### Routed metal, one colour a layer, run 1

The bar under the picture is 50 um long. Only two layers are drawn.
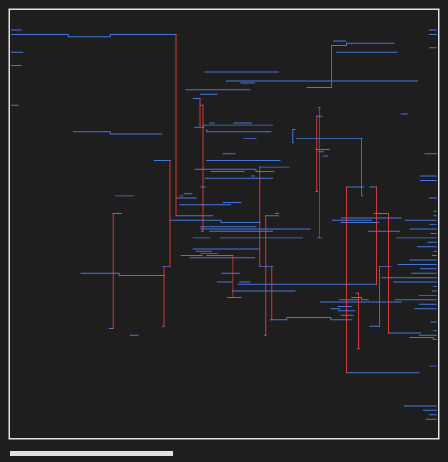
### Placement by cell class, run 1

The bar under the picture is 50 um long.
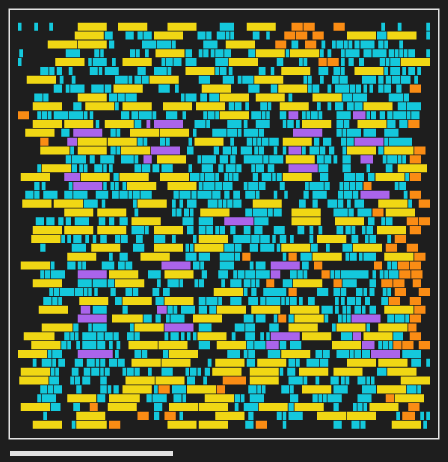
### Routing congestion, run 1

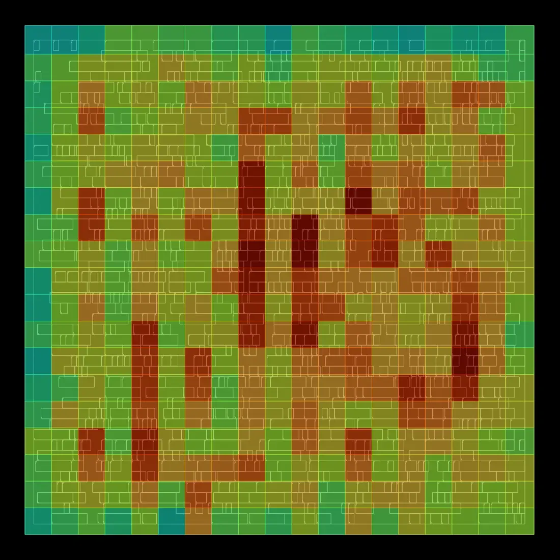
### Where the registers sit, run 1

The bar under the picture is 50 um long. Other sequential cells in the stronger grey, the rest of the logic in the fainter grey.
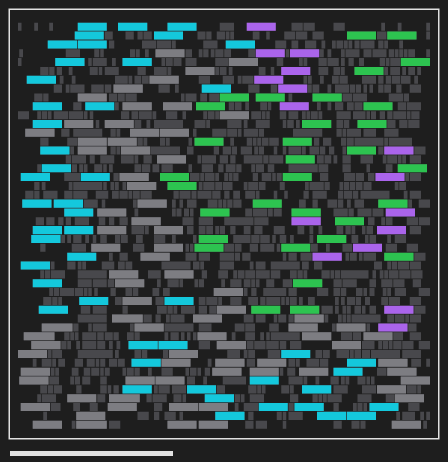
`config.mk`:
```
export PLATFORM = sky130hd
export DESIGN_NAME = display_input_scanner
export DESIGN_NICKNAME = d
export VERILOG_FILES = /design/src/rtl/display_input_scanner.sv
export SDC_FILE = /design/constraint.sdc
export NUM_CORES = 1
export LEC_CHECK = 0
export CAP_MARGIN = 20
export CORE_MARGIN = 2
export CORE_UTILIZATION = 59
export DETAILED_ROUTE_END_ITERATION = 8
export PLACE_DENSITY_LB_ADDON = 0.05
export SLEW_MARGIN = 20
export SYNTH_ARGS = -nofsm -noshare
export SYNTH_HDL_FRONTEND = slang
export SYNTH_SLANG_ARGS = --single-unit
```
`constraint.sdc`:
```
create_clock -name clk -period 3.9 [get_ports clk]
set_input_delay 0.78 -clock clk [delete_from_list [all_inputs] [get_ports clk]]
set_output_delay 0.78 -clock clk [all_outputs]
set_load 0.02 [all_outputs]
```
`src/rtl/display_input_scanner.sv`:
```
// display_input_scanner
//   Input front-end for the Cambridge display board. Scans the button shift
//   register (parallel-load, clocked shift, serial out), debounces each button,
//   decodes N_DIALS quadrature dials into wrapping counters and presents all of
//   it to the HPS as an Avalon-MM slave with a press-event interrupt.
//
// Ports
//   clk            system clock
//   reset_n        asynchronous active-low reset
//   avs_address    word address (0 BUTTONS, 1 EVENTS, 2+i DIALi, 15 STATUS)
//   avs_read       read strobe, avs_readdata valid the following cycle
//   avs_write      write strobe
//   avs_writedata  write data
//   avs_readdata   registered read data
//   irq            high while any press-event bit is set
//   shift_load_n   to SHIFT_LOAD, low = parallel load
//   shift_clk      to SHIFT_CLKIN
//   shift_out      from SHIFT_OUT, low = button pressed
//   dial_a/dial_b  raw quadrature phases, one bit per dial

module display_input_scanner #(
  parameter int N_BUTTONS = 16,
  parameter int N_DIALS   = 2,
  parameter int CNT_W     = 16,
  parameter int SHIFT_DIV = 64,
  parameter int DEBOUNCE  = 4
) (
  input  logic               clk,
  input  logic               reset_n,
  input  logic [3:0]         avs_address,
  input  logic               avs_read,
  input  logic               avs_write,
  input  logic [31:0]        avs_writedata,
  output logic [31:0]        avs_readdata,
  output logic               irq,
  output logic               shift_load_n,
  output logic               shift_clk,
  input  logic               shift_out,
  input  logic [N_DIALS-1:0] dial_a,
  input  logic [N_DIALS-1:0] dial_b
);

  localparam int IDX_W = (N_BUTTONS > 1) ? $clog2(N_BUTTONS) : 1;
  localparam int DIV_W = $clog2(SHIFT_DIV);
  localparam int RUN_W = $clog2(DEBOUNCE) + 1;

  typedef enum logic [1:0] {
    ST_LOAD,
    ST_SHIFT_LO,
    ST_SHIFT_HI,
    ST_COMMIT
  } state_t;

  state_t                 state, state_next;
  logic [DIV_W-1:0]       div_cnt;
  logic                   tick;
  logic [IDX_W-1:0]       idx;
  logic [N_BUTTONS-1:0]   frame;
  logic [1:0]             shift_sync;
  logic [N_BUTTONS-1:0]   btn_db;
  logic [RUN_W-1:0]       run_cnt [N_BUTTONS];
  logic [N_BUTTONS-1:0]   flip;
  logic [N_BUTTONS-1:0]   press_set;
  logic [N_BUTTONS-1:0]   events;
  logic [N_BUTTONS-1:0]   events_w1c;
  logic [N_DIALS-1:0]     a_s1, a_s2, b_s1, b_s2, a_prev, b_prev;
  logic [N_DIALS-1:0]     dial_inc, dial_dec, dial_bad;
  logic [CNT_W-1:0]       dial_cnt [N_DIALS];
  logic [N_DIALS-1:0]     dial_err;
  logic [N_DIALS-1:0]     err_w1c;
  logic [31:0]            rd_mux;
  logic                   unused_wdata;

  // Upper write-data bits are not stored by any register.
  assign unused_wdata = &{1'b0, avs_writedata};

  assign tick = (div_cnt == DIV_W'(SHIFT_DIV - 1));
  assign irq  = |events;

  // Tick divider; restarted on COMMIT so every frame has identical timing.
  always_ff @(posedge clk or negedge reset_n) begin
    if (!reset_n) begin
      div_cnt <= '0;
    end else if (state == ST_COMMIT || tick) begin
      div_cnt <= '0;
    end else begin
      div_cnt <= div_cnt + 1'b1;
    end
  end

  // Scan FSM next-state logic.
  always_comb begin
    state_next = state;
    case (state)
      ST_LOAD:     if (tick) state_next = ST_SHIFT_LO;
      ST_SHIFT_LO: if (tick) state_next = (idx == '0) ? ST_COMMIT : ST_SHIFT_HI;
      ST_SHIFT_HI: if (tick) state_next = ST_SHIFT_LO;
      ST_COMMIT:   state_next = ST_LOAD;
      default:     state_next = ST_LOAD;
    endcase
  end

  // Pin outputs are registered from the next state so they track the FSM
  // exactly while still resetting to the idle levels.
  always_ff @(posedge clk or negedge reset_n) begin
    if (!reset_n) begin
      state        <= ST_LOAD;
      shift_load_n <= 1'b1;
      shift_clk    <= 1'b0;
      idx          <= IDX_W'(N_BUTTONS - 1);
      frame        <= '0;
      shift_sync   <= '0;
    end else begin
      state        <= state_next;
      shift_load_n <= (state_next != ST_LOAD);
      shift_clk    <= (state_next == ST_SHIFT_HI);
      shift_sync   <= {shift_sync[0], shift_out};
      if (state == ST_SHIFT_LO && tick) begin
        frame[idx] <= ~shift_sync[1];
      end
      if (state == ST_SHIFT_HI && tick) begin
        idx <= idx - 1'b1;
      end else if (state == ST_COMMIT) begin
        idx <= IDX_W'(N_BUTTONS - 1);
      end
    end
  end

  // A bit flips on the frame that completes DEBOUNCE consecutive disagreements.
  always_comb begin
    flip      = '0;
    press_set = '0;
    for (int i = 0; i < N_BUTTONS; i++) begin
      if (state == ST_COMMIT && frame[i] != btn_db[i] &&
          run_cnt[i] == RUN_W'(DEBOUNCE - 1)) begin
        flip[i] = 1'b1;
      end
      press_set[i] = flip[i] & frame[i];
    end
  end

  // Debounced state and per-bit run counters, updated only at frame commit.
  always_ff @(posedge clk or negedge reset_n) begin
    if (!reset_n) begin
      btn_db <= '0;
      for (int i = 0; i < N_BUTTONS; i++) run_cnt[i] <= '0;
    end else if (state == ST_COMMIT) begin
      btn_db <= btn_db ^ flip;
      for (int i = 0; i < N_BUTTONS; i++) begin
        if (frame[i] == btn_db[i] || flip[i]) run_cnt[i] <= '0;
        else                                  run_cnt[i] <= run_cnt[i] + 1'b1;
      end
    end
  end

  // W1C masks; a set arriving in the same cycle as its clear wins.
  always_comb begin
    events_w1c = '0;
    err_w1c    = '0;
    if (avs_write && avs_address == 4'd1)  events_w1c = avs_writedata[N_BUTTONS-1:0];
    if (avs_write && avs_address == 4'd15) err_w1c    = avs_writedata[N_DIALS-1:0];
  end

  always_ff @(posedge clk or negedge reset_n) begin
    if (!reset_n) begin
      events   <= '0;
      dial_err <= '0;
    end else begin
      events   <= (events & ~events_w1c) | press_set;
      dial_err <= (dial_err & ~err_w1c) | dial_bad;
    end
  end

  // Dial phase synchronisers plus the previous-state register for decoding.
  always_ff @(posedge clk or negedge reset_n) begin
    if (!reset_n) begin
      a_s1 <= '0; a_s2 <= '0; a_prev <= '0;
      b_s1 <= '0; b_s2 <= '0; b_prev <= '0;
    end else begin
      a_s1 <= dial_a; a_s2 <= a_s1; a_prev <= a_s2;
      b_s1 <= dial_b; b_s2 <= b_s1; b_prev <= b_s2;
    end
  end

  // Gray decode: {a,b} sequence 00,01,11,10 counts up; both phases moving is invalid.
  always_comb begin
    dial_inc = '0;
    dial_dec = '0;
    dial_bad = '0;
    for (int i = 0; i < N_DIALS; i++) begin
      case ({a_prev[i], b_prev[i], a_s2[i], b_s2[i]})
        4'b0001, 4'b0111, 4'b1110, 4'b1000: dial_inc[i] = 1'b1;
        4'b0100, 4'b1101, 4'b1011, 4'b0010: dial_dec[i] = 1'b1;
        4'b0011, 4'b1100, 4'b0110, 4'b1001: dial_bad[i] = 1'b1;
        default: ;
      endcase
    end
  end

  // Dial counters; a bus write overrides a coincident step.
  always_ff @(posedge clk or negedge reset_n) begin
    if (!reset_n) begin
      for (int i = 0; i < N_DIALS; i++) dial_cnt[i] <= '0;
    end else begin
      for (int i = 0; i < N_DIALS; i++) begin
        if (avs_write && avs_address == 4'(2 + i)) dial_cnt[i] <= avs_writedata[CNT_W-1:0];
        else if (dial_inc[i])                      dial_cnt[i] <= dial_cnt[i] + 1'b1;
        else if (dial_dec[i])                      dial_cnt[i] <= dial_cnt[i] - 1'b1;
      end
    end
  end

  // Read mux over the pre-update register values.
  always_comb begin
    rd_mux = '0;
    case (avs_address)
      4'd0:    rd_mux[N_BUTTONS-1:0] = btn_db;
      4'd1:    rd_mux[N_BUTTONS-1:0] = events;
      4'd15:   rd_mux[N_DIALS-1:0]   = dial_err;
      default: begin
        for (int i = 0; i < N_DIALS; i++) begin
          if (avs_address == 4'(2 + i)) rd_mux[CNT_W-1:0] = dial_cnt[i];
        end
      end
    endcase
  end

  always_ff @(posedge clk or negedge reset_n) begin
    if (!reset_n) begin
      avs_readdata <= '0;
    end else if (avs_read) begin
      avs_readdata <= rd_mux;
    end
  end

endmodule

```
==> results.txt, run 1 <==
Results of the run.

The internal power summed over all cells is 3.901 mW. The last timing report of the flow puts the setup violation total at 0. The post-synthesis sequential element count is between 150 and 200. On the reported timing paths, the clock transition at the registers reads ~70 ps. The fraction of power spent switching nets is between 30% and 40%. The maximum number of pins on one net before global-route repair is 76. TritonCTS built the clock tree.

The final layout reports a setup TNS of 0 ps. The most common flop cell mapped by yosys is sky130_fd_sc_hd__dfrtp_1. The cell type group with the largest total delay on the critical path is simple AND/OR/NAND/NOR gates. The cell taking the most area after synthesis is sky130_fd_sc_hd__dfrtp_1.

The I/O pin total is around 80. Per the OpenROAD floorplan log, the width of the die is about 130 um. The count of final max-slew check failures is 0. The final antenna diode tally reported by the flow is 0. The worst path buffer plus inverter count is 1. Clock tree synthesis selected as its root buffer the cell sky130_fd_sc_hd__clkbuf_16. The analysis attributes to net switching a power of 2.156 mW. The cell-mix breakdown from Yosys lists the XOR/XNOR area share as around 4%. The sort of element at the end of the critical path is a primary output. After synthesis, the netlist uses ~60 different library cells.

The sort of element at the start of the critical path is a flip-flop. Ranked by total cell area, the synthesized netlist is headed by sky130_fd_sc_hd__dfrtp_1 (44%), sky130_fd_sc_hd__ha_1 (8.6%), sky130_fd_sc_hd__nand2_1 (7.3%). Looking at the gate-level netlist, the highest instance count belongs to sky130_fd_sc_hd__nand2_1. The total die size is around 0.017 mm2. After layout, the setup clock skew is reported as approximately 15 ps. Nets still carrying antenna violations after routing amount to 0. The slowest cell on the critical path is sky130_fd_sc_hd__clkdlybuf4s50_1. The post-synthesis sequential area ratio is between 40% and 50%. The synthesized design contains 0 enable-type register cells. The layout report lists the combined flip-flop and latch area as around 0.0044 mm2. The fraction of synthesized area in multiplexers is 2.201%. The flow ran to the end, and the final reports show no timing, DRC or antenna violations. The cell sequence reported for the critical path is nor4_1, nand4_1, clkdlybuf4s50_1. The net count reported at finish is 1166. The die span in y is roughly 130 um. For the worst-skew pair, the clock arrives at the later sink with an insertion delay of approximately 440 ps.

The max-capacitance violation count is 0. According to the floorplan log, the row count is around 46. The cell leakage power is around 4.9 nW.

The routed design could run at a clock period as short as roughly 3200 ps. During synthesis, Yosys emitted a total of 0 warnings. Before any placement, the netlist area is recorded as a little under 0.01 mm2. The iteration count of the initial detailed-routing pass is 7. By area, the combinational part of the netlist is dominated by AND-OR/OR-AND gates.

Summing the areas of all compound-gate instances in the mapped netlist gives between 10% and 20% of the synthesized area. The depth of the CTS H-tree is 4. Per the detail_route report, vias per standard cell equal just under 6. According to the CTS report, the clock sink count is 174.

In this run, CTS created clock tree buffers numbering 17. The final hold violation count recorded for this run is 0. The violation count after the first detailed-routing iteration is about 580.

The filler cells instantiated in the layout total roughly 1300. The final HPWL from detailed placement is 16120 um. The share of power burned in the clock network is 28.3%. In the synthesized netlist the async set-or-reset flop fraction comes to 100.0%. The initial cell density of the core is about three fifths.

The combinational share of power is a little over a third. The synth_stat.txt file lists the number of cells as 1011. Summing all multi-input logic gate instances after layout gives 0.004917 mm2. In this run the worst hold path is classified as flip-flop to flip-flop. Dividing the final minimum period by the clock period gives around 81%. The critical path is of the flip-flop to primary output type. After clock tree synthesis, the setup repair step added 0 buffers.

Of the total synthesized cell area, the portion taken by full adders, half adders and majority gates is a little under a tenth. At the worst endpoint, the arrival time is about 2400 ps. Derived from the worst setup path, the maximum achievable clock frequency is 315.8 MHz. The register share of total power is between 30 and 40%. The placement-stage cell area is 0.01028 mm2.

Per the post-synthesis report, the number of cells in the design is slightly above 1000. The via count of the first global-routing pass is between 7000 and 8000. The actual slew at the worst max-slew pin is about 940 ps.

The worst ir drop on vdd is approximately 380 uV. The final RePlAce weighted congestion is a little under 0.9. The core outline area is 0.01589 mm2.

The number of hold buffers added after CTS was 0. In the routed design, unresolved DRC markers number 0. Leaving out fill and tap cells, the most frequent cells in the layout are sky130_fd_sc_hd__nand2_1 (185), sky130_fd_sc_hd__dfrtp_1 (169), sky130_fd_sc_hd__nor2_1 (67), sky130_fd_sc_hd__ha_1 (66), sky130_fd_sc_hd__o21ai_0 (54).

The number of antenna violations at the first check in global routing is 0. The first global-routing pass estimated 37150 um of wire. The count of buffers added on input and output ports is around 47. The relative slew slack is a little under two fifths. Power spread over the standard cell area amounts to approximately 560 mW/mm2. Per the final layout report, the fraction of cells sized above drive strength 1 comes to 8.161%. The growth of design area from synthesis to finish is 13.06%. The number of gates resized after CTS was 0.
Back to the opening pictures, 'Routed metal, one colour a layer':
red -> metal 4  # wire length 539 um
blue -> metal 3  # wire length 1190 um
via count: 7519
routed wire length per instance: 17.27 um
detailed-route wire length: 22150 um

Back to the opening pictures, 'Placement by cell class':
purple -> clock drivers and dummy loads  # cells 32
orange -> other buffers and delay cells  # cells 66
cyan -> combinational and other logic  # cells 794
yellow -> flops  # cells 174

Back to the opening pictures, 'Routing congestion':
layer with the highest usage: met2
total routing usage reported by global routing: 26.93%
met2 routing resource usage after global routing: 42.18%
GR met1 Demand/Resource: 37.12%
final core area utilization: 68.39%

Back to the opening pictures, 'Where the registers sit':
green -> dial_cnt  # sequential cells 32
purple -> avs_readdata  # sequential cells 16
cyan -> run_cnt  # sequential cells 48, where all over the die

==> run 1: flip-flops by register name, indices dropped and copies added, names as in the netlist <==
register / count
a_s1: 2
b_s1: 2
btn_db: 16
shift_sync: 2
b_s2: 2
a_prev: 2
shift_load_n: 1
dial_cnt: 32
dial_err: 2
idx: 4
events: 16
div_cnt: 6
a_s2: 2
shift_clk: 1
b_prev: 2
run_cnt: 48
frame: 16
state: 2
avs_readdata: 16
==> run 1: final timing paths <==
| check | from | end | slack, ps | depth (start not counted) |
|---|---|---|---|---|
| min in group asynchronous | reset_n | b_s2[0] | 360 | 1 |
| max in group asynchronous | reset_n | frame[6] | 2530 | 3 |
| setup reg to reg | b_s2[0] | dial_cnt[28] | 760 | 10 |
| hold reg to reg | a_s1[1] | a_s2[1] | 350 | 0 |
| setup / recovery | events[1] | irq | 730 | 3 |
| hold / removal | a_s1[1] | a_s2[1] | 350 | 0 |
==> run 1: power by group through the flow <==
stage / Combinational [mW] / Clock (mW) / Sequential [mW]
after floorplan: 1.66 / 0 / 2.20
after global placement: 2.06 / 0 / 2.23
after detailed placement: 2.11 / 0 / 2.23
after CTS: 2.13 / 1.74 / 2.20
after global routing: 2.41 / 1.83 / 2.23
final: 2.14 / 1.71 / 2.20
==> run 1: area by class of cell <==
cell class	instances	share of cell area, %
clock inverters	13	1.336
multi-input cells	767	45.26
inverters	27	0.9329
clock buffers	19	4.077
flip-flops and latches	174	40.14
repair buffers	66	5.770
well taps	216	2.488
==> run 1: per-layer routing <==
metal	share of wire (%)	wire [um]	track usage, %
met5	0	0	0
met4	2.4	538	9.964
met3	5.4	1185	5.671
met2	47	10340	42.18
met1	46	10080	37.12
==> run 1: metrics by stage <==
stage	worst slack, ps	hold slack (ps)	util, %	std cells	power (mW)
after floorplan	1126	331.2	-	1026	3.853
after CTS	770.0	351.1	68.39	1282	6.069
after global routing	504.7	353.3	68.39	1282	6.463
after global placement	830.2	332.5	64.69	1250	4.295
final	733.8	349.5	68.39	1282	6.057
after detailed placement	796.6	334.7	64.69	1250	4.343
==> run 1: kinds of logic (layout without fill, tap and decap cells) <==
kind of cell | after synthesis | after routing
other | 1 | 16
and+or+nand+nor | 359 | 359
DFF | 174 | 174
muxes | 19 | 19
buffers and inverters | 85 | 125
xor gates and xnor gates | 43 | 43
AOI/OAI and AO/OA | 262 | 262
adders and majority gates | 68 | 68
### Selected gate families, run 1

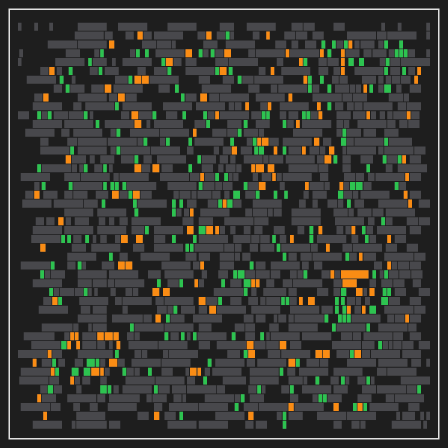

==> run 2: changes to the inputs <==
==> constraint.sdc (replaced) <==
create_clock -name clk -period 3.29 [get_ports clk]
set_input_delay 0.658 -clock clk [delete_from_list [all_inputs] [get_ports clk]]
set_output_delay 0.658 -clock clk [all_outputs]
set_load 0.02 [all_outputs]
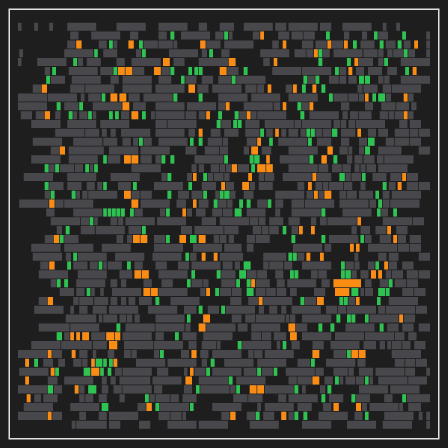
*Selected gate families, run 2*
green -> NAND gates  # cells 207, most used nand2_1, where all over the die
orange -> NOR gates  # cells 134, most used nor2_1, where all over the die
share of the final layout cell area in multi-input gates: 45.16%
most used logic cell in the final layout: sky130_fd_sc_hd__nand2_1

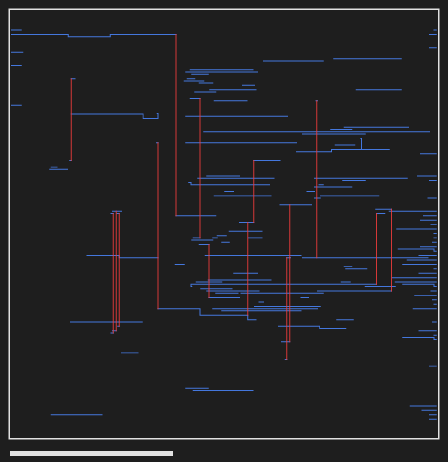
*Routed metal, one colour a layer, run 2*
The bar under the picture is 50 um long. Only two layers are drawn.
blue -> metal 3  # wire length 1410 um
red -> metal 4  # wire length 515 um

==> run 2 against run 1 <==
Total power rose by 17%. Setup slack worse by 490 ps. Flip-flop count stayed put. Clock power increased by about 10%. Synthesized cell count unchanged. Register-to-register slack got worse by 500 ps. First-iteration DRC count down 5.0%. Critical endpoint unchanged. Highest routed layer unchanged.
==> results.txt, run 2 <==
Results of the run.

The total negative setup slack is 0 ps (unchanged). The internal power summed over all cells is 4.594 mW (was 3.901 mW). Leading post-synthesis cells by cell area: sky130_fd_sc_hd__dfrtp_1 (44%), sky130_fd_sc_hd__ha_1 (8.6%), sky130_fd_sc_hd__nand2_1 (7.3%) (unchanged).

The number of fill cells in the layout is 1310 (was 1291). The fraction of power spent switching nets is 35.11% (was 35.60%). The sort of element at the end of the critical path is a primary output (unchanged).

The final cell utilization of the core is 68.58% (was 68.39%). The net count reported at finish is 1173 (was 1166). The class of the most critical setup path was flip-flop to primary output (unchanged). The number of standard-cell rows in the floorplan is 46 (unchanged).

The total DRC errors in the routed layout is 0 (unchanged). The iteration count of the initial detailed-routing pass is 7 (unchanged). The clock-pin slew reported for the worst setup and hold paths after clock tree synthesis came to 60 ps (was 70 ps). The depth of the CTS H-tree is 4 (unchanged). In this build the clock could be raised as far as 328.8 MHz.

The post-synthesis sequential element count is 174 (unchanged). The sink count of the clock tree came to 174 (unchanged). The total die size was 0.01732 mm2 (unchanged). The most common flop cell mapped by yosys is sky130_fd_sc_hd__dfrtp_1 (unchanged). The cell taking the most area after synthesis is sky130_fd_sc_hd__dfrtp_1 (unchanged). The class of the tightest hold or removal check is input port to asynchronous set/reset pin (was flip-flop to flip-flop). The cell chosen for the clock root is sky130_fd_sc_hd__clkbuf_16 (unchanged).

The most used standard cell by instance count after synthesis is sky130_fd_sc_hd__nand2_1 (unchanged). After layout, the worst path uses between 90% and 100% of the clock period. The maximum number of pins on one net before global-route repair was 67 (was 76). The number of buffers created by CTS was 17 (unchanged).

The net switching component of the power is 2.485 mW (was 2.156 mW). The via count of the first global-routing pass is 6928 (was 7285). The post-synthesis sequential area ratio was 45.38% (unchanged).

The final routed wirelength across all metal layers is 21990 um (was 22150 um). The relative slew slack came to 45.97% (was 36.85%). The overall track demand over capacity in global routing was 26.36% (was 26.93%). The average wire per standard cell is 17.06 um (was 17.27 um).

The data arrival time of the critical path is 2380 ps (was 2390 ps). The residual antenna-violating net count after detailed routing is 0 (unchanged). The largest fanout on the critical path is 3 (unchanged).

The worst ir drop on vdd came to 507.6 uV (was 383.7 uV). The share of cells above drive strength 1 came to 8.667% (was 8.161%). The worst clock skew came to 10.00 ps (was 14.87 ps). The TritonCTS clock tree is done (unchanged). The combinational share of power is 36.1% (was 35.3%). The share of power burned in the clock network is 26.8% (was 28.3%). The number of antenna violations at the first check in global routing was 0 (unchanged). Most instantiated logic cells after routing: sky130_fd_sc_hd__nand2_1 (184), sky130_fd_sc_hd__dfrtp_1 (169), sky130_fd_sc_hd__nor2_1 (67), sky130_fd_sc_hd__ha_1 (66), sky130_fd_sc_hd__o21ai_0 (54) (was sky130_fd_sc_hd__nand2_1 (185), sky130_fd_sc_hd__dfrtp_1 (169), sky130_fd_sc_hd__nor2_1 (67), sky130_fd_sc_hd__ha_1 (66), sky130_fd_sc_hd__o21ai_0 (54)). The I/O pin total is 80 (unchanged).

The async set or reset register ratio after synthesis is 100.0% (unchanged). The total of endpoints with negative setup slack in the final report is 0 (unchanged). The count of final max-slew check failures is 0 (unchanged).

The setup slack of the worst register-to-register path is 260 ps (was 760 ps). The violation count after the first detailed-routing iteration was 552 (was 581). The required time reported for the critical path endpoint is 2630 ps (was 3120 ps). The slowest cell on the critical path is sky130_fd_sc_hd__clkdlybuf4s50_1 (unchanged).

The cell area after technology mapping is 0.009609 mm2 (unchanged). The average via count per standard cell is 5.818 (was 5.865). The die span in y is 131.6 um (unchanged).

The routed via count came to 7500 (was 7519). The worst-skew pair later-pin latency came to 430 ps (was 440 ps). Registers with the most flip-flops: run_cnt: 48 flops, dial_cnt: 32 flops (unchanged). The register ranked first by flip-flop count is run_cnt (unchanged). The core outline area was 0.01589 mm2 (unchanged).

The global-route wire length before repair is 36200 um (was 37150 um). CP cell instances: nor4_1, nand4_1, clkdlybuf4s50_1 (unchanged). The cell leakage power came to 4.940 nW (was 4.924 nW). RSZ-0062 raised after global routing: no (unchanged). The count of mapped cells out of synthesis was 1011 (unchanged). The areal power density over the cells came to 649.8 mW/mm2 (was 557.5 mW/mm2). The count of tool warnings came to 46 (unchanged). The number of warning messages in the yosys log was 0 (unchanged). Result of the run: finished, final reports clean (unchanged). The register share of total power is 37.1% (was 36.4%). The routed design could run at a clock period as short as 3042 ps.

The final number of hold-violating endpoints was 0 (unchanged). The final HPWL from detailed placement is 16170 um (was 16120 um). The initial cell density of the core is 60.49% (unchanged). The number of antenna repair diodes is 0 (unchanged).

The sort of element at the start of the critical path was a flip-flop (unchanged). The number of flip-flops under the largest register name was 48 (unchanged). The die outline width is 131.6 um (unchanged). The actual slew at the worst max-slew pin came to 810.4 ps (was 943.9 ps). The count of input and output buffers is 47 (unchanged). The number of synthesized flops with an enable pin is 0 (unchanged). The growth of design area from synthesis to finish is 13.37% (was 13.06%). The max-capacitance violation count is 0 (unchanged).

The final RePlAce weighted congestion was 0.9127 (was 0.8727). The number of standard cells reported by yosys is 1011 (unchanged). The number of distinct library cells after synthesis came to 60 (unchanged).
## run 2: cell counts after synthesis
Identical to the previous run, type by type.
## run 2: layout make-up
class                      instances  area [um2]  share of cell area, %
clock buffer                      20       436.7                  4.008
clock inverter                    12       113.9                  1.045
inverter                          27       101.3                 0.9303
multi-input combinational        767        4920                  45.16
sequential                       174        4360                  40.03
tap                              216       270.3                  2.481
timing repair buffer              73       691.9                  6.351
## run 2: through the flow
step / worst slack (ps) / hold WS, ps / area [um2] / std cells / total power, mW
floorplan: 516.2 / 331.2 / 9666 / 1026 / 4.568
global placement: 306.8 / 332.6 / 10340 / 1257 / 5.140
detailed placement: 266.8 / 335.8 / 10340 / 1257 / 5.170
CTS: 238.4 / 231.3 / 10890 / 1289 / 7.094
global route: 2.544 / 244.7 / 10890 / 1289 / 7.523
finish: 248.4 / 202.9 / 10890 / 1289 / 7.079
## run 2: power by group through the flow
stage	logic [mW]	registers, mW	clock network (mW)
finish	2.55	2.62	1.90
global route	2.85	2.65	2.02
CTS	2.54	2.62	1.94
detailed placement	2.52	2.65	0
global placement	2.49	2.65	0
floorplan	1.96	2.61	0
## run 2: kinds of logic (layout without fill, tap and decap cells)
family                     Yosys count  after routing  synth area share, %
and+or+nand+nor                    359            359                16.76
adders and majority gates           68             68                9.010
buffers and inverters               85            132                4.076
muxes                               19             19                2.200
xor gates and xnor gates            43             43                3.998
other                                1             16              0.03903
AOI/OAI and AO/OA                  262            262                18.54
DFF                                174            174                45.38
## run 2: critical path: cells and delay by family (launching register included)
family / cells / cell delay (ps)
buffers and inverters: 1 / 630
AND/OR/NAND/NOR: 2 / 930
flip-flops: 1 / 400
## run 2: metal layers
metal  vias up  part of all wire, %  GRT usage, %
li1       3691                    -             -
met1      3555                   45         36.46
met2       222                   46         41.33
met3        32                  6.4         5.517
met4         0                  2.3         9.541
met5         -                    0             0
## run 2: final timing paths
check,cells past startpoint,startpoint,end
setup / recovery,3,events[1],irq
hold / removal,1,reset_n,run_cnt[43]
setup reg to reg,11,b_s2[0],dial_cnt[31]
hold reg to reg,0,shift_sync[0],shift_sync[1]
max in group asynchronous,2,reset_n,idx[0]
min in group clk,0,shift_sync[0],shift_sync[1]
## run 2: timing repair
action,4_1_cts,5_1_grt
endpoints found under the setup margin,0,1
gates resized,0,1
hold buffers,0,0
setup buffers,0,0
hold endpoints to repair,0,0
==> run 3: changes to the inputs <==
--- a/config.mk
+++ b/config.mk
@@ -8,6 +8,7 @@
 export CAP_MARGIN = 20
 export CORE_MARGIN = 2
 export CORE_UTILIZATION = 59
+export CTS_CLUSTER_SIZE = 20
 export DETAILED_ROUTE_END_ITERATION = 8
 export PLACE_DENSITY_LB_ADDON = 0.05
 export SLEW_MARGIN = 20
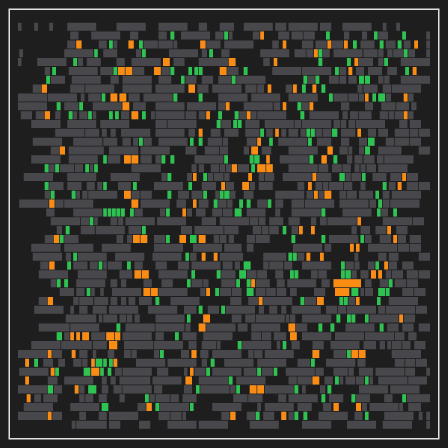
*Selected gate families, run 3*
orange -> NOR gates  # cells 134, most used nor2_1, where all over the die
green -> NAND gates  # cells 207, most used nand2_1, where all over the die
tally of non-filler cells in the final layout: 1289

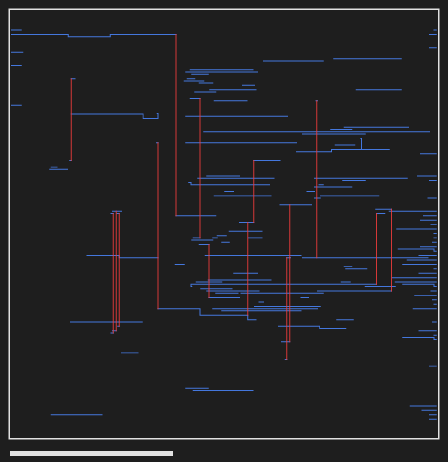
*Routed metal, one colour a layer, run 3*
The bar under the picture is 50 um long. Only two layers are drawn.
blue -> metal 3  # wire length 1410 um
red -> metal 4  # wire length 515 um
detailed-route wire length: 21990 um
total routing usage reported by global routing: 26.36%
via count: 7500

==> run 3 against run 2 <==
Non-clock buffer count unchanged. Count of clock-buffer cells in the layout is the same. Setup slack did not move. Total power did not move. Die size unchanged. Clock skew unchanged. Clock power about the same. Sequential power barely moved. Synthesized area unchanged. Critical endpoint unchanged.
==> results.txt, run 3 <==
Results of the run.

The maximum frequency from static timing analysis is 328.8 MHz (unchanged). The via count of the first global-routing pass is 6928 (unchanged). The number of warning messages in the yosys log is 0 (unchanged). The data arrival time of the critical path is 2380 ps (about the same). The fraction of power spent switching nets is 35.11% (unchanged). The area taken by flip-flops and latches is 0.004360 mm2 (unchanged). The I/O pin total came to 80 (unchanged). The average via count per standard cell is 5.818 (unchanged). The cell chosen for the clock root is sky130_fd_sc_hd__clkbuf_16 (unchanged). The cell leakage power is 4.940 nW (unchanged). The class of the most critical setup path is flip-flop to primary output (unchanged). The register share of total power is 37.1% (about the same). The most used standard cell by instance count after synthesis is sky130_fd_sc_hd__nand2_1 (unchanged). The share of cells above drive strength 1 is 8.667% (unchanged). The internal power summed over all cells came to 4.594 mW (unchanged). The number of standard cells reported by yosys came to 1011 (unchanged).

The actual slew at the worst max-slew pin is 810.4 ps (unchanged). The max-capacitance violation count was 0 (unchanged). The combinational share of power is 36.1% (about the same). The number of standard-cell rows in the floorplan is 46 (unchanged). The required time reported for the critical path endpoint is 2630 ps (about the same). The core outline area is 0.01589 mm2 (unchanged). The area of all placed cells without fillers is 0.01089 mm2 (unchanged).

The number of antenna repair diodes was 0 (unchanged). The most common cell after layout, fill and taps aside is sky130_fd_sc_hd__nand2_1 (unchanged). Result of the run: finished, final reports clean (unchanged). The count of hold-fix buffers inserted at cts is 0 (unchanged). The die outline width came to 131.6 um (unchanged). The worst clock skew came to 10.00 ps (unchanged). The async set or reset register ratio after synthesis was 100.0% (unchanged).

The number of antenna violations at the first check in global routing is 0 (unchanged). The net count reported at finish is 1173 (unchanged). The register ranked first by flip-flop count is run_cnt (unchanged). The sink count of the clock tree is 174 (unchanged).

The count of mapped cells out of synthesis is 1011 (unchanged). The total die size is 0.01732 mm2 (unchanged). The most common flop cell mapped by yosys is sky130_fd_sc_hd__dfrtp_1 (unchanged). The final number of hold-violating endpoints was 0 (unchanged).

The class of the tightest hold or removal check is input port to asynchronous set/reset pin (unchanged). The worst hold margin is 202.9 ps (unchanged). The buffers inserted during post-CTS setup optimization is 0 (unchanged). The number of synthesized flops with an enable pin came to 0 (unchanged). The violation count after the first detailed-routing iteration came to 552 (unchanged). The placement-stage cell area was 0.01034 mm2 (unchanged). The total of endpoints with negative setup slack in the final report is 0 (unchanged). The depth of the CTS H-tree is 4 (unchanged). The relative slew slack came to 45.97% (unchanged). The shortest clock period the worst path allows after layout is 3042 ps (unchanged). The total negative setup slack came to 0 ps (unchanged). The worst-skew pair later-pin latency is 430 ps (about the same). The areal power density over the cells came to 649.8 mW/mm2 (unchanged).

The startpoint of the worst register-to-register path is b_s2[0] (unchanged). The die span in y is 131.6 um (unchanged). The TritonCTS clock tree is done (unchanged). The final RePlAce weighted congestion is 0.9127 (unchanged). The placed cell count is 1257 (unchanged). Leading post-synthesis cells by cell area: sky130_fd_sc_hd__dfrtp_1 (44%), sky130_fd_sc_hd__ha_1 (8.6%), sky130_fd_sc_hd__nand2_1 (7.3%) (unchanged). The sort of element at the end of the critical path is a primary output (unchanged). The maximum number of pins on one net before global-route repair is 67 (unchanged). The growth of design area from synthesis to finish was 13.37% (unchanged). The residual antenna-violating net count after detailed routing is 0 (unchanged). The count of tool warnings is 46 (unchanged).

The worst reg2reg path endpoint is dial_cnt[31] (unchanged). The post-synthesis sequential area ratio is 45.38% (unchanged). The number of buffers created by CTS is 17 (unchanged). The largest fanout on the critical path is 3 (unchanged). The number of fill cells in the layout is 1310 (unchanged).

The total DRC errors in the routed layout is 0 (unchanged). The part of the cycle the worst path needs came to 92.45% (unchanged). The number of flip-flops under the largest register name is 48 (unchanged).

Most instantiated logic cells after routing: sky130_fd_sc_hd__nand2_1 (184), sky130_fd_sc_hd__dfrtp_1 (169), sky130_fd_sc_hd__nor2_1 (67), sky130_fd_sc_hd__ha_1 (66), sky130_fd_sc_hd__o21ai_0 (54) (unchanged). The number of distinct library cells after synthesis is 60 (unchanged). Registers with the most flip-flops: run_cnt: 48 flops, dial_cnt: 32 flops (unchanged).
run 3: critical path, cell delays in order (launching register included):
cell	delay, ps
sky130_fd_sc_hd__dfrtp_1	400
sky130_fd_sc_hd__nor4_1	620
sky130_fd_sc_hd__nand4_1	310
sky130_fd_sc_hd__clkdlybuf4s50_1	630
run 3: area by class of cell:
| type | count | share of cell area (%) |
|---|---|---|
| inverter | 27 | 0.9303 |
| tap | 216 | 2.481 |
| timing repair buffer | 73 | 6.351 |
| clock inverter | 12 | 1.045 |
| multi-input combinational | 767 | 45.16 |
| clock buffer | 20 | 4.008 |
| sequential | 174 | 40.03 |
run 3: what timing repair did:
action,in CTS,in global routing
resized,0,1
endpoints found under the hold margin,0,0
endpoints found under the setup margin,0,1
run 3: stage by stage:
step / power [mW] / setup WS [ps]
after floorplan: 4.568 / 516.2
after global placement: 5.140 / 306.8
after detailed placement: 5.170 / 266.8
after CTS: 7.094 / 238.4
after global routing: 7.523 / 2.544
final: 7.079 / 248.4
run 3: kinds of logic after synthesis:
kind of cell             count (synthesis)  share of synthesized area, %
AND-OR/OR-AND                          262                         18.54
XOR/XNOR                                43                         3.998
adder cells (fa/ha/maj)                 68                         9.010
buffers and inverters                   85                         4.076
flip-flops                             174                         45.38
multiplexers                            19                         2.200
other                                    1                       0.03903
AND/OR/NAND/NOR                        359                         16.76
run 3: worst max-delay path by stage:
stage                    from           end  slack [ps]  depth (start not counted)
floorplan             a_s2[1]  dial_cnt[15]         520                         10
global placement      b_s2[0]  dial_cnt[31]         310                         11
detailed placement    b_s2[0]  dial_cnt[31]         270                         11
CTS                   b_s2[0]  dial_cnt[31]         240                         11
global route          b_s2[0]  dial_cnt[31]           3                         11
finish              events[1]           irq         250                          3
run 3: power by group through the flow:
stage | clock (mW) | combinational (mW) | sequential, mW
2_1_floorplan | 0 | 1.96 | 2.61
3_3_place_gp | 0 | 2.49 | 2.65
3_5_place_dp | 0 | 2.52 | 2.65
4_1_cts | 1.94 | 2.54 | 2.62
5_1_grt | 2.02 | 2.85 | 2.65
6_report | 1.90 | 2.55 | 2.62
run 3: routing by layer:
layer | track usage, % | wire length (um) | vias up
met5 | 0 | 0 | -
li1 | - | - | 3691
met3 | 5.517 | 1409 | 32
met2 | 41.33 | 10150 | 222
met4 | 9.541 | 515 | 0
met1 | 36.46 | 9918 | 3555
No activity file was given, so power comes from the tool's default toggle rates.
